**config.mk**
```make
export PLATFORM = sky130hd
export DESIGN_NAME = id_allocator
export DESIGN_NICKNAME = d
export VERILOG_FILES = /design/src/rtl/id_allocator_pkg.sv /design/src/rtl/id_toggle_bank.sv /design/src/rtl/id_allocator.sv
export SDC_FILE = /design/constraint.sdc
export NUM_CORES = 1
export LEC_CHECK = 0
export CORE_MARGIN = 2
export CORE_UTILIZATION = 49
export DETAILED_ROUTE_END_ITERATION = 8
export GPL_TIMING_DRIVEN = 1
export PLACE_DENSITY = 0.77
export SLEW_MARGIN = 20
export SYNTH_ARGS = -nofsm -noshare
export SYNTH_HDL_FRONTEND = slang
export SYNTH_SLANG_ARGS = --single-unit
```
**constraint.sdc**
```tcl
create_clock -name clk -period 2.8 [get_ports clk]
set_input_delay 0.56 -clock clk [delete_from_list [all_inputs] [get_ports clk]]
set_output_delay 0.56 -clock clk [all_outputs]
set_load 0.1 [all_outputs]
```
**src/rtl/id_allocator_pkg.sv**
```systemverilog
// Shared types and sizing for the instruction ID tracking scheme.
// MAX_IDS must be a power of two, at least 2.
package id_allocator_pkg;

   localparam int MAX_IDS = 8;
   localparam int ID_W    = $clog2(MAX_IDS);
   localparam int CNT_W   = $clog2(MAX_IDS + 1);

   typedef logic [ID_W-1:0]  id_t;
   typedef logic [CNT_W-1:0] id_count_t;

   // Next ID in round-robin order, wrapping by natural overflow.
   function automatic id_t id_next(input id_t id);
      return id + 1'b1;
   endfunction

endpackage

```
**src/rtl/id_toggle_bank.sv**
```systemverilog
// Bank of N toggle bits; one bit may flip per cycle.
// Ports: clk, rst (sync, high), toggle_en, toggle_idx, bits.
module id_toggle_bank #(
   parameter int N = 8
) (
   input  logic                 clk,
   input  logic                 rst,
   input  logic                 toggle_en,
   input  logic [$clog2(N)-1:0] toggle_idx,
   output logic [N-1:0]         bits
);

   always_ff @(posedge clk) begin
      if (rst) begin
         bits <= '0;
      end else if (toggle_en) begin
         bits[toggle_idx] <= ~bits[toggle_idx];
      end
   end

endmodule

```
**src/rtl/id_allocator.sv**
```systemverilog
// Round-robin instruction ID allocator with out-of-order retire.
// Ports: clk, rst, alloc_req/valid/id, retire/retire_id,
// query_id/query_inflight, outstanding, full, empty, and
// retire_error when ID_ALLOC_ERROR_EN is defined.
module id_allocator
   import id_allocator_pkg::*;
#(
   parameter int MAX_IDS = id_allocator_pkg::MAX_IDS
) (
   input  logic                         clk,
   input  logic                         rst,
   input  logic                         alloc_req,
   output logic                         alloc_valid,
   output logic [$clog2(MAX_IDS)-1:0]   alloc_id,
   input  logic                         retire,
   input  logic [$clog2(MAX_IDS)-1:0]   retire_id,
   input  logic [$clog2(MAX_IDS)-1:0]   query_id,
   output logic                         query_inflight,
   output logic [$clog2(MAX_IDS+1)-1:0] outstanding,
   output logic                         full,
   output logic                         empty
`ifdef ID_ALLOC_ERROR_EN
   ,
   output logic                         retire_error
`endif
);

   localparam int IW = $clog2(MAX_IDS);
   localparam int CW = $clog2(MAX_IDS + 1);

   logic [MAX_IDS-1:0] issue_tog;
   logic [MAX_IDS-1:0] retire_tog;
   logic [MAX_IDS-1:0] inflight;
   logic [IW-1:0]      next_id;
   logic [CW-1:0]      count;
   logic               alloc_fire;
   logic               retire_fire;

   assign inflight    = issue_tog ^ retire_tog;
   assign alloc_fire  = alloc_req && !inflight[next_id];
   assign retire_fire = retire && inflight[retire_id];

   id_toggle_bank #(.N(MAX_IDS)) u_issue (
      .clk        (clk),
      .rst        (rst),
      .toggle_en  (alloc_fire),
      .toggle_idx (next_id),
      .bits       (issue_tog)
   );

   id_toggle_bank #(.N(MAX_IDS)) u_retire (
      .clk        (clk),
      .rst        (rst),
      .toggle_en  (retire_fire),
      .toggle_idx (retire_id),
      .bits       (retire_tog)
   );

   always_ff @(posedge clk) begin
      if (rst) begin
         next_id <= '0;
         count   <= '0;
      end else begin
         if (alloc_fire)
            next_id <= next_id + 1'b1;
         // Simultaneous alloc and retire cancel out.
         if (alloc_fire && !retire_fire)
            count <= count + 1'b1;
         else if (retire_fire && !alloc_fire)
            count <= count - 1'b1;
      end
   end

   assign alloc_id       = next_id;
   assign alloc_valid    = !inflight[next_id];
   assign query_inflight = inflight[query_id];
   assign outstanding    = count;
   assign full           = (count == CW'(MAX_IDS));
   assign empty          = (count == '0);

`ifdef ID_ALLOC_ERROR_EN
   always_ff @(posedge clk) begin
      if (rst)
         retire_error <= 1'b0;
      else if (retire && !inflight[retire_id])
         retire_error <= 1'b1;
   end

   a_count: assert property (@(posedge clk) disable iff (rst)
      count == CW'($countones(inflight)));

   a_full: assert property (@(posedge clk) disable iff (rst)
      full |-> !alloc_valid);
`endif

endmodule

```
==> run summary, run 1 <==
Notes on the flow run.

- The run finished with clean final reports.
- The layout sequential cell count is 23, for reference.
- The worst-case vdd ir drop is about 840 uV, for reference.
- The final report gives the core utilization as approximately two thirds.
- Counting cells, the worst reg-to-reg path comes to 11.
- In this run, placement finished with an instance count of between 200 and 250.
- Counting instances in the post-synthesis netlist gives the leading cell types as sky130_fd_sc_hd__dfxtp_1, sky130_fd_sc_hd__mux2i_1, sky130_fd_sc_hd__nand2_1, sky130_fd_sc_hd__nor2_1, sky130_fd_sc_hd__a21oi_1.
- The capturing point of the worst reg2reg path is outstanding[3], for reference.
- After detailed routing, the average wire length per cell comes to approximately 15 microns.
- The OpenROAD report gives the critical path a data arrival time of 2.93 ns.
- The cell-mix breakdown from Yosys lists the simple-gate area share as 20.92%.
- Per the synth stats, the proportion of register bits with asynchronous set or reset is 0%.
- Of the total standard cell area in the layout, the multi-input combinational portion is between 50% and 60%.
- The standard cell core area is 2978 sq um, for reference.
- The timing report gives the biggest stage delay along the critical path as roughly 0.55 ns.
- The logs give a warning total of 26.
- The placement-stage worst setup slack is -0.3466 ns, for reference.
- The synthesized netlist devotes 7.000% of its cell area to XOR and XNOR gates.
- Summed over all failing endpoints, the final setup total negative slack is 0 ns.
- The max-cap check violation count is 0, for reference.
- The layer with the highest usage after global routing is met2, for reference.
- The pin count of the biggest net entering global routing is 19, for reference.
- The mux cell area share after synthesis is approximately a quarter, for reference.
- The commonest register cell is sky130_fd_sc_hd__dfxtp_1.
- Of the total power, registers draw approximately 28%.
- Hold analysis shows the worst path with a depth of 2.
- The highest routing layer actually used is met4, for reference.
- The sink of the worst hold path is u_issue.bits[4], for reference.
- The die height is roughly 59 microns, for reference.
- The family of cells with the greatest summed delay on the critical path is AND-OR/OR-AND gates, for reference.
- The mean instance size in the synthesized netlist is 8.991 sq um, for reference.
- The timing report gives the clock slew at the launch and capture registers of the worst setup and hold paths as 0.14 ns.
- The ratio of final minimum period to clock period is between 90% and 100%, for reference.
- The final instance count without filler cells is approximately 240, for reference.
- The CTS tree is yes, for reference.
- After synthesis, flip-flops and latches occupy 30.67% of the total area.
- For reference, the top logic cell family by area is multiplexers.
- The count of inverters other than clock inverters in the layout is 3, for reference.
- The launch instance of the worst min-delay path is u_issue.bits[4], for reference.
- The combinational gate count is between 100 and 150, for reference.
run 1: repair_timing:
item / 4_1_cts / 5_1_grt
gates resized: 2 / 9
endpoints found under the hold margin: 0 / 0
buffers inserted: 1 / 1
pin swaps: 0 / 1
endpoints found under the setup margin: 1 / 1
run 1: sequential cells by signal, summed over array words and instances, names as in the netlist:
register / cells
u_issue.bits: 8
outstanding: 4
alloc_id: 3
u_retire.bits: 8
run 1: power groups by stage:
stage                     Combinational (mW)  Sequential, mW  Clock (mW)
after floorplan                        0.543           0.681           0
after global placement                 0.963           0.471           0
after detailed placement               0.984           0.474           0
after CTS                              0.993           0.467       0.164
after global routing                    1.06           0.479       0.178
final                                   1.00           0.466       0.162
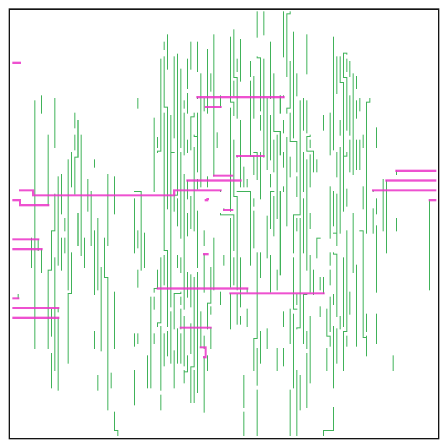
run_1/wires.png
Only two layers are drawn.
Green shows metal 2, wire length 1820 microns. Magenta shows metal 3, wire length 139 microns.

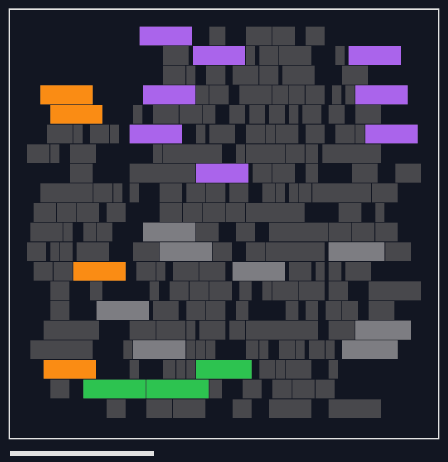
run_1/flops_by_reg.png
The bar under the picture is 20 microns long. Other sequential cells in the stronger gray, the rest of the logic in the fainter gray.
Orange shows `outstanding`, sequential cells 4. Green shows `alloc_id`, sequential cells 3. Purple shows `u_retire.bits`, sequential cells 8.

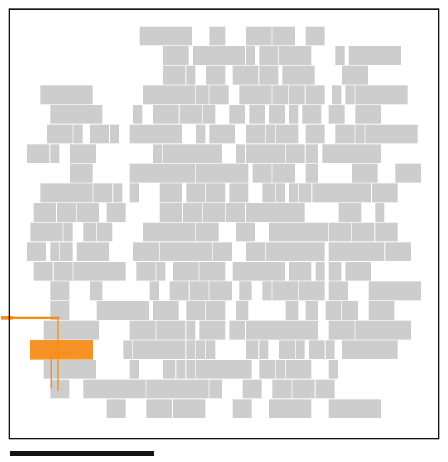
run_1/io_fan.png
The bar under the picture is 20 microns long.
Orange shows `full`, direction output, edge left, end cells 1, buffers 1, wire 24.2 microns.

run_1/congestion.png
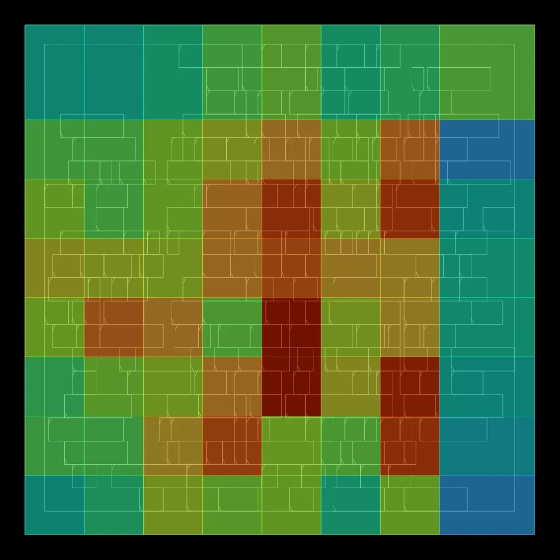

--- run 2 (diff from run 1) ---
Settings changed: CTS_CLUSTER_SIZE set to 40, PLACE_DENSITY 0.77 to 0.76, SYNTH_HIERARCHICAL set to 1.
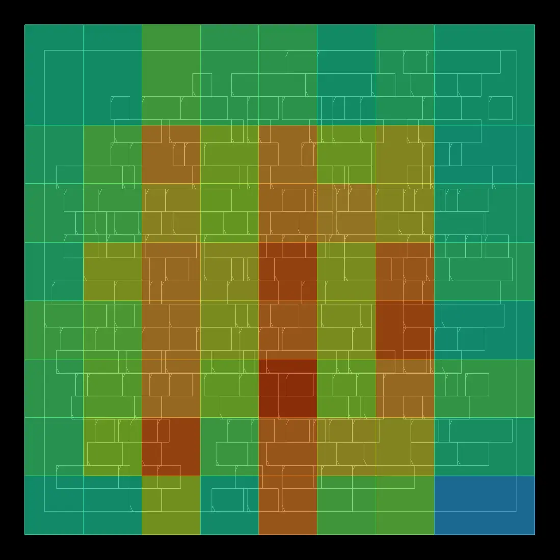
run_2/congestion.png
utilization after layout: 68.02%
met1 Usage GRT: 23.40%
total routing resource utilization after global routing: 19.80%

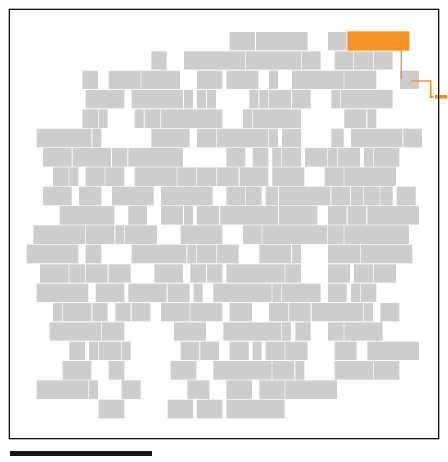
run_2/io_fan.png
The bar under the picture is 20 microns long.
Orange shows `full`, direction output, edge right, end cells 1, buffers 1, wire 11.3 microns.
number of buffer cells added on primary ports: 20
Top Ports: 21

==> run 2 against run 1 <==
  * Non-clock buffer count increased by 1
  * Synthesized area increased by 2.8%
  * Fmax decreased by 2.2%
  * Critical path depth increased by 1
  * First-iteration DRC count decreased by 14%
  * Sequential share of layout area decreased by 0.78 points
  * Final cell count increased by 0.43%
  * Clock power decreased by 5%
  * Clock skew decreased by 0.0011 ns
  * Worst hold slack improved by 0.059 ns
  * Largest power group unchanged
  * Highest routed layer is now met3
==> run summary, run 2 <==
Notes on the flow run.

- The final instance count without filler cells is 236 (+0.43%), for reference.
- The sequential power share is 28.5% (about the same).
- The die height is 60.14 microns (+1.3%), for reference.
- The standard cell core area was 3028 sq um (+1.7%).
- The share of the yosys chip area belonging to registers is 29.82% (-0.84 points), for reference.
- The number of placed instances with taps included came to 226 (-1.3%).
- The worst hold path stage count is 2 (unchanged).
- The ratio of final minimum period to clock period is 96.99% (+2.1 points), for reference.
- The synthesis run shows the most used standard cells to be sky130_fd_sc_hd__nor2_1, sky130_fd_sc_hd__dfxtp_1, sky130_fd_sc_hd__nor2b_1, sky130_fd_sc_hd__mux2_2, sky130_fd_sc_hd__xnor2_1.
- The combinational gate count is 121 (-8.3%), for reference.
- Post-synth the commonest register cell is sky130_fd_sc_hd__dfxtp_1.
- The CTS tree is yes, for reference.
- The fraction of standard cell area in multi-input logic came to 55.10% (+0.88 points).
- The power consumed by sequential cells came to 0.460 mW (-1%).
- The quantity of gates resized following cts is 7 (+5), for reference.
- The async set-or-reset flop fraction in the synthesized netlist came to 0% (unchanged).
- The pin count of the biggest net entering global routing is 41 (+22), for reference.
- The layout sequential cell count is 23 (unchanged).
- The capturing point of the worst reg2reg path is outstanding[3], for reference.
- The worst-case vdd ir drop is 475.3 uV (-44%).
- The data arrival time at the worst-slack endpoint is 2.97 ns (+0.04 ns), for reference.
- The flow ran to the end, and the final reports show no timing, DRC or antenna violations.
run 2: worst min path at each step:
| stage | from | end | slack, ns |
|---|---|---|---|
| after CTS | outstanding[3] | outstanding[3] | 0.57 |
| after floorplan | u_issue/bits[0] | u_issue/bits[0] | 0.55 |
| final | outstanding[3] | outstanding[3] | 0.56 |
| after detailed placement | outstanding[3] | outstanding[3] | 0.55 |
| after global routing | outstanding[3] | outstanding[3] | 0.59 |
| after global placement | outstanding[3] | outstanding[3] | 0.53 |
run 2: logic make-up after synthesis:
family	Yosys count	synth area share, %
compound gates	9	4.214
xor+xnor	15	8.509
fa+ha+maj	5	4.538
buf+inv	6	1.620
flops	23	29.82
mux	25	24.15
simple gates	67	27.15
run_2/layer_met1.png
The bar under the picture is 20 microns long. Supply wires on this layer in gray.
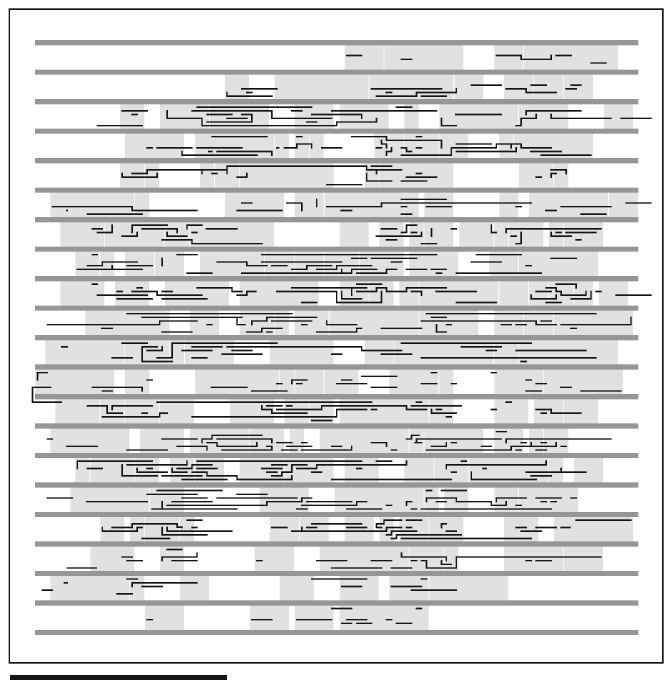

--- run 3 (diff from run 2) ---
Settings changed: GPL_TIMING_DRIVEN 1 to 0, SLEW_MARGIN 20 to not set.
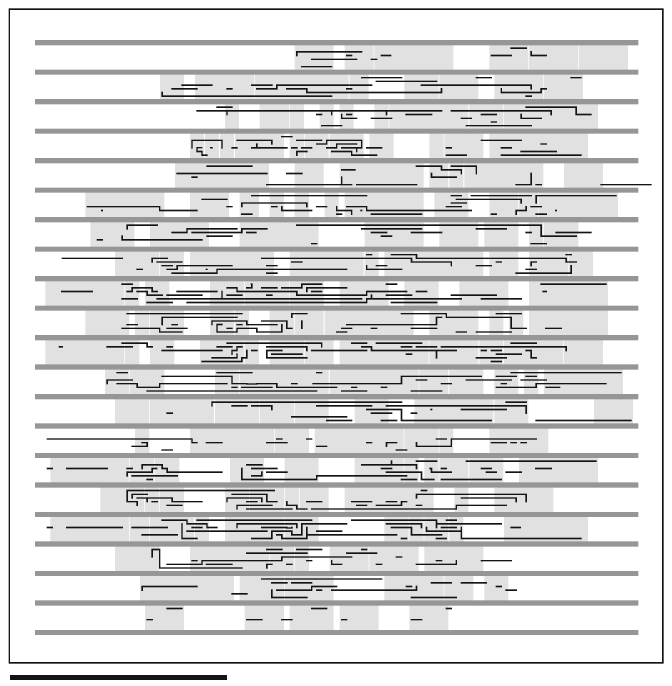
run_3/layer_met1.png
The bar under the picture is 20 microns long. Supply wires on this layer in gray.
181 nets have wire on it. The wires run mostly horizontal. The layer holds 43% of the routed length.

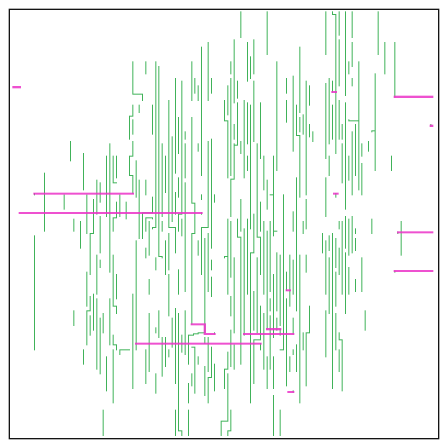
run_3/wires.png
Only two layers are drawn.
Magenta shows metal 3, wire length 88.1 microns. Green shows metal 2, wire length 1720 microns.

==> run 3 against run 2 <==
  * The run now ends with negative setup slack left
  * Die area stayed put
  * Sequential power is 2% higher
  * Sequential share of layout area up 1.5 points
  * Fmax fell by 3.8%
  * Utilization down 3.9 points
==> run summary, run 3 <==
Notes on the flow run.

- The power consumed by sequential cells is 0.470 mW (+2%), for reference.
- The fraction of standard cell area in multi-input logic is 57.86% (+2.8 points), for reference.
- TritonCTS built the clock tree.
- The family of cells with the greatest summed delay on the critical path is AND-OR/OR-AND gates, for reference.
- In the finished layout, the clock tree contains a buffer count of 4.
- The worst hold path stage count is 2 (unchanged), for reference.
- After layout, the worst setup slack is -0.02145 ns.
- The startpoint identified for the worst hold timing path is alloc_id[1].
- In the hold report, the worst path ends at alloc_id[1].
- The placement-stage worst setup slack is -0.7744 ns, for reference.
- The non-clock buffering overhead in the final layout is between 10% and 20%, for reference.
- The die height came to 60.14 microns (unchanged).
- The utilization of the core after routing is 64.13% (-3.9 points), for reference.
- The final instance count without filler cells came to 223 (-5.5%).
- Post-synth the commonest register cell is sky130_fd_sc_hd__dfxtp_1.
- The layout sequential cell count is 23 (unchanged), for reference.
- The quantity of gates resized following cts came to 18 (+11).
- The count of pins on the block boundary is 21 (unchanged), for reference.
- The endpoint identified for the worst register-to-register timing path is outstanding[3].
- Per the finish-stage timing summary, setup violations number 1.
- The number of placed instances with taps included is 214 (-5.3%).
- The checks that failed: negative setup slack.
- The count of port buffers added during placement is 20 (unchanged), for reference.
- The delay of the slowest cell on the worst path is approximately 0.50 ns, for reference.
- The pin count of the biggest net entering global routing came to 16 (-61%).
- No sink is reached through more buffers than the 2 on the longest clock path.
- The sequential power share came to 29.8% (+1.3 points).
- The run finished, with violations left.
- The data arrival time at the worst-slack endpoint is 3.09 ns (+0.12 ns), for reference.
- The standard cell core area is 3028 sq um (unchanged), for reference.
- The async set-or-reset flop fraction in the synthesized netlist is 0% (unchanged), for reference.
- The number of setup buffers added after CTS is 3.
- The ratio of final minimum period to clock period came to 100.8% (+3.8 points).
- The cell kind with the greatest summed area is multi-input combinational cells, for reference.
- The chip area is around 3600 sq um, for reference.
- Leaving out buffers and inverters, the combinational logic in the layout accounts for approximately 1100 sq um.
- The sequential cell area share is between 20% and 30%, for reference.
- The worst-case vdd ir drop is 471.5 uV (-0.79%).
- The share of the yosys chip area belonging to registers is 29.82% (unchanged), for reference.
[run 3: cell counts after synthesis]
Identical to the previous run, type by type.
[run 3: cells by family after synthesis]
logic type	after synthesis	synth area share [%]
xor gates and xnor gates	15	8.509
and+or+nand+nor	67	27.15
DFF	23	29.82
buffers and inverters	6	1.620
AOI/OAI and AO/OA	9	4.214
muxes	25	24.15
adders and majority gates	5	4.538
[run 3: worst max path at each step]
stage | endpoint | slack, ns | cells after the start
final | outstanding[3] | -0.02 | 12
after global routing | outstanding[3] | -0.11 | 12
after CTS | query_inflight | 0.001 | 4
after detailed placement | outstanding[3] | -0.77 | 11
after global placement | outstanding[3] | -0.71 | 11
after floorplan | empty | -0.36 | 1
[run 3: per-layer routing]
metal  vias up  track usage, %
li1        592               -
met1       609           23.33
met2        20           32.76
met3         6           2.597
met4         0           10.79
met5         -               0
Power figures rest on the tool's default switching activity, not on a simulated workload.
